===== src/rtl/icache_ctrl.sv =====
// Direct-mapped, read-only instruction cache controller with 4-word lines and a serial refill port.
// Optional hit/miss counters are enabled by defining ICACHE_PERF_CNT_EN.
module icache_ctrl #(
  parameter int unsigned LINES = 16,
  parameter logic [31:0] NOP   = 32'h0000_0013
) (
  input  logic        CLK,
  input  logic        RST,
  input  logic [31:0] PC,
  input  logic        Flush,
  output logic [31:0] Instr,
  output logic        Stall,
  output logic        MemReq,
  output logic [31:0] MemAddr,
  input  logic        MemAck,
  input  logic [31:0] MemRData
`ifdef ICACHE_PERF_CNT_EN
  ,
  output logic [31:0] HitCnt,
  output logic [31:0] MissCnt
`endif
);

  localparam int unsigned IW = $clog2(LINES);
  localparam int unsigned TW = 28 - IW;

  localparam logic [0:0] IDLE   = 1'b0;
  localparam logic [0:0] REFILL = 1'b1;

  logic [0:0]       state;
  logic [1:0]       cnt;
  logic             flush_pend;
  logic [27:0]      line_q;
  logic [LINES-1:0] valid;

  logic [TW-1:0]    tag_mem  [LINES];
  logic [31:0]      data_mem [LINES*4];

  logic [1:0]       pc_off;
  logic [IW-1:0]    pc_idx;
  logic [TW-1:0]    pc_tag;
  logic [IW-1:0]    rf_idx;
  logic [TW-1:0]    rf_tag;

  logic             hit;
  logic             hit_go;
  logic             miss_go;
  logic             take_ack;
  logic             unused_pc;

  assign pc_off    = PC[3:2];
  assign pc_idx    = PC[4 +: IW];
  assign pc_tag    = PC[4+IW +: TW];
  assign rf_idx    = line_q[IW-1:0];
  assign rf_tag    = line_q[IW +: TW];
  assign unused_pc = ^PC[1:0];

  assign hit      = (state == IDLE) && valid[pc_idx] && (tag_mem[pc_idx] == pc_tag);
  assign hit_go   = hit && !Flush;
  assign miss_go  = (state == IDLE) && !hit && !Flush;
  assign take_ack = (state == REFILL) && MemAck;

  always_comb begin
    Instr   = NOP;
    Stall   = 1'b1;
    MemReq  = 1'b0;
    MemAddr = '0;
    if (state == REFILL) begin
      MemReq  = 1'b1;
      MemAddr = {line_q, cnt, 2'b00};
    end else if (hit_go) begin
      Instr = data_mem[{pc_idx, pc_off}];
      Stall = 1'b0;
    end
  end

  // The victim line is invalidated on refill entry so an aborted refill never leaves a stale hit.
  always_ff @(posedge CLK or negedge RST) begin
    if (!RST) begin
      state      <= IDLE;
      cnt        <= '0;
      flush_pend <= 1'b0;
      line_q     <= '0;
      valid      <= '0;
    end else begin
      case (state)
        IDLE: begin
          if (Flush) begin
            valid <= '0;
          end else if (miss_go) begin
            state          <= REFILL;
            line_q         <= PC[31:4];
            cnt            <= '0;
            valid[pc_idx]  <= 1'b0;
          end
        end
        REFILL: begin
          if (Flush) begin
            flush_pend <= 1'b1;
          end
          if (MemAck) begin
            cnt <= cnt + 2'd1;
            if (cnt == 2'd3) begin
              state      <= IDLE;
              flush_pend <= 1'b0;
              if (flush_pend || Flush) begin
                valid <= '0;
              end else begin
                valid[rf_idx] <= 1'b1;
              end
            end
          end
        end
        default: state <= IDLE;
      endcase
    end
  end

  always_ff @(posedge CLK) begin
    if (take_ack) begin
      data_mem[{rf_idx, cnt}] <= MemRData;
      if (cnt == 2'd3) begin
        tag_mem[rf_idx] <= rf_tag;
      end
    end
  end

`ifdef ICACHE_PERF_CNT_EN
  always_ff @(posedge CLK or negedge RST) begin
    if (!RST) begin
      HitCnt  <= '0;
      MissCnt <= '0;
    end else begin
      if (hit_go) begin
        HitCnt <= HitCnt + 32'd1;
      end
      if (miss_go) begin
        MissCnt <= MissCnt + 32'd1;
      end
    end
  end
`endif

endmodule


===== config.mk =====
export PLATFORM = sky130hd
export DESIGN_NAME = icache_ctrl
export DESIGN_NICKNAME = d
export VERILOG_FILES = /design/src/rtl/icache_ctrl.sv
export SDC_FILE = /design/constraint.sdc
export NUM_CORES = 2
export LEC_CHECK = 0
export ABC_AREA = 0
export CORE_ASPECT_RATIO = 2
export CORE_MARGIN = 2
export CORE_UTILIZATION = 45
export DETAILED_ROUTE_END_ITERATION = 7
export SETUP_SLACK_MARGIN = 0.02
export SKIP_CTS_REPAIR_TIMING = 1
export SYNTH_ARGS = -nofsm -noshare
export SYNTH_HDL_FRONTEND = slang
export SYNTH_SLANG_ARGS = --single-unit

===== constraint.sdc =====
create_clock -name CLK -period 4 [get_ports CLK]
set_clock_uncertainty 0.1 [all_clocks]
set_input_delay 0.4 -clock CLK [delete_from_list [all_inputs] [get_ports CLK]]
set_output_delay 0.4 -clock CLK [all_outputs]
set_load 0.02 [all_outputs]

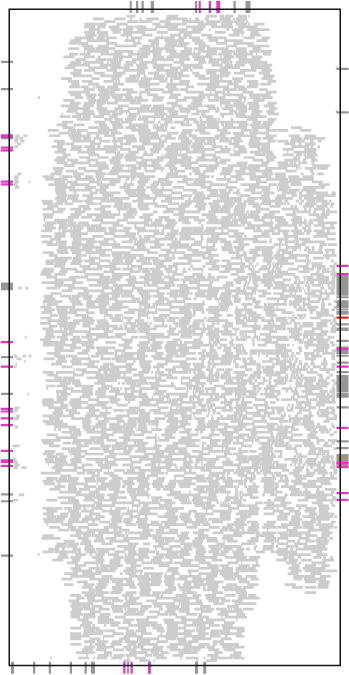
**Above:** I/O pins on the die edge.
Drawn at 1 px/µm. Pins as bars across the die edge, other pins in grey.
legend:
  `Instr`:
    colour: magenta
    pins: 32
    direction: output
    edge: 16 left, 9 right, 4 top, 3 bottom
  `MemAck`:
    colour: red
    pins: 1
    direction: input
    edge: right
I/O Buffers: 129
die height: 655 µm
overall die width: 329 µm

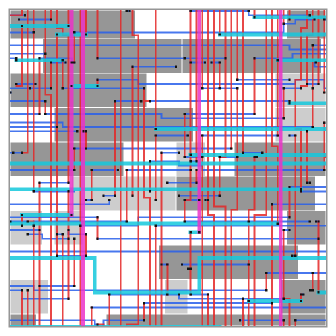
**Above:** a small window of the routed layout.
Region (152, 184) to (177, 209) µm. Cells in grey, sequential cells in the stronger grey; small squares are vias.
legend:
  met1:
    colour: blue
  met2:
    colour: red
  met3:
    colour: cyan
  met4:
    colour: magenta
most frequent: edfxtp_1 (9), o22ai_1 (2)
sequential cells in the window: 9
cells with their middle in the window: 14
netlist names of flops here include: `data_mem` (9)

==> flow.log <==
[report] extracting results
INFO  metric inverters = 11
INFO  metric postSynthCellCount = 4214
INFO  metric max_cap_viol_count = 0
INFO  metric worst-endpoint-arrival = about 4.6 ns
INFO  metric tightest_slew = 1.26 ns
INFO  metric worst_slew_margin_rel = 0.158
INFO  metric final_core_utilization = 0.532
INFO  metric timing.critical_path.from = tag_mem[10][12]$_DFFE_PP_
INFO  metric combinationalPowerShare = 0.099
INFO  metric p_comb = 5.62 mW
INFO  metric fin_area = 112000 µm²
INFO  metric taps = 2760
INFO  metric comb_cells = about 1500
INFO  metric floorplan.io_pins = 134
INFO  metric gr-usage-all-layers = 0.278
INFO  metric via_count_of_the_first_global_routing_pass = 49800
INFO  metric final.setup.tns = -31.54 ns
INFO  metric wl_per_cell = 38.4 µm
INFO  metric area.share.sequential = 0.663
INFO  metric grt_start_max_net_pins = 67
INFO  metric ctsLongestPathBuffers = 4
INFO  metric cp_cell_sequence = mux4_2 > xnor2_1 > buf_4 > or3_1 > nand4_1 > nand4b_1 > a2111oi_4 > nand3b_1 > buf_6 > buf_16 > a2111oi_4 > buf_4 > buf_6
INFO  metric yosys.area_share.aoi = 0.0215
INFO  metric post_synth_main_logic_family = multiplexers
INFO  metric failed_checks = setup timing
INFO  metric drt_wl_total = 299000 µm
INFO  metric log.warning_count = 30
INFO  metric edf_count = between 2000 and 2500
INFO  metric fillers = approximately 16000
INFO  metric reg2reg_from = tag_mem[10][12]$_DFFE_PP_
INFO  metric endpoint_kind = output pin
INFO  metric seqCellArea = approximately 74000 µm²
INFO  metric clock-root-buffer = clkbuf_16
INFO  metric arithmetic_cell_share_of_the_synthesized_area_counting_full_adders_half_adders_and_majority_gates = 0.000131
INFO  metric drt_pre_antenna_iters = 8
INFO  metric detailroute.via_count = ~49000
INFO  metric crit_path_start_kind = flip-flop
INFO  metric fmaxAchievable = 0.197 GHz
INFO  metric clockNetworkPower = just over 20 mW
INFO  metric timing.critical_path.slowest_cell_delay = 0.50 ns
INFO  metric power.density = 508 nW/µm²
INFO  metric wire_length_of_the_first_global_routing_pass = 406000 µm
INFO  metric setup_slack = -1.07 ns
INFO  metric power.share.switching = 0.241
INFO  metric power_leakage = 35.6 nW
INFO  metric synth.area.mux_share = 0.167
INFO  metric cts_max_level = 4
INFO  metric syn_to_final_growth = 17.4%
INFO  metric seq_power_share = 0.542
INFO  metric power.net_switching = 13.7 mW
INFO  metric critPathKind = reg -> out
INFO  metric power.total = 56.9 mW
INFO  metric ys_seq_share = 0.779
INFO  metric status = finished, violations left
INFO  metric worst-path-stages = 13
INFO  metric timing.critical_path.slowest_stage_cell = mux4_2
INFO  metric timing.final.crit_period = just over 5 ns
INFO  metric stdcell_count = 7787
INFO  metric crit_path_max_fanout = 7
INFO  metric worstSkewPairLatency = 0.87 ns
INFO  metric timing.hold.worst.class = in -> async
INFO  metric flops = 2480
INFO  metric rr_endpoint = line_q[20]$_DFFE_PN0P_
INFO  metric dpl.cell_count = 7386
INFO  metric summed_instance_area_of_the_synthesized_netlist = 95300 µm²
INFO  metric setup_viol = 33
INFO  metric clockNetworkAreaShare = 0.0597
INFO  metric initCoreUtil = 0.453
INFO  metric chipArea = between 200000 and 250000 µm²
INFO  metric grt_setup_unrepaired = yes
INFO  metric number_of_storage_elements_in_the_synthesis_netlist = between 2000 and 2500
INFO  metric nonClkBufAreaFrac = 0.0587
INFO  metric core_area = 210000 µm²
INFO  metric core.rowCount = about 240
-- layout by cell type, fill, tap and decap left out, types with 10 or more instances in the layout --
cell type,n
bufinv_16,18
mux2i_1,125
nor3_1,17
buf_12,107
nor2_4,91
nand2_1,71
clkinv_2,34
nand3_1,25
o22ai_1,103
dfrtp_1,48
nor2_1,50
clkinv_1,41
buf_4,408
a22oi_1,23
edfxtp_1,2432
mux2_2,32
buf_6,35
a21oi_1,66
mux4_2,632
buf_2,32
and2_1,33
xnor2_1,18
clkbuf_1,48
clkdlybuf4s50_1,59
o21ai_0,17
clkbuf_16,220
inv_1,10
-- cell usage after synthesis, types with 9 or more instances --
master | count | area (µm²)
xnor2_1 | 19 | 166
xor2_1 | 9 | 78.8
buf_2 | 86 | 430
o22ai_1 | 103 | 644
a22oi_1 | 23 | 173
a22o_1 | 9 | 78.8
buf_4 | 18 | 135
buf_1 | 12 | 45.0
a21oi_1 | 66 | 330
inv_1 | 11 | 41.3
nor2b_1 | 13 | 81.3
mux4_2 | 632 | 14200
mux2_2 | 32 | 360
o21ai_0 | 17 | 85.1
edfxtp_1 | 2432 | 73000
nor2_1 | 142 | 533
a211oi_1 | 14 | 105
mux2i_1 | 125 | 1250
or4_1 | 10 | 75.1
dfrtp_1 | 48 | 1200
clkbuf_1 | 106 | 398
and2_1 | 33 | 206
nor3_1 | 19 | 95.1
nand3_1 | 25 | 125
nand2_1 | 72 | 270
-- state kept, by name (all words and copies together) (netlist names) --
signal / flops
line_q: 28
flush_pend: 1
valid: 16
data_mem: 2048
tag_mem: 384
cnt: 2
state: 1
-- metal layers --
metal	wire (µm)	track usage	up-vias
li1	-	-	19200
met4	17900	0.143	6
met2	158000	0.491	2595
met3	22500	0.0438	685
met5	41	0	-
met1	101000	0.326	27000
Power is estimated from default activity; no workload was simulated.
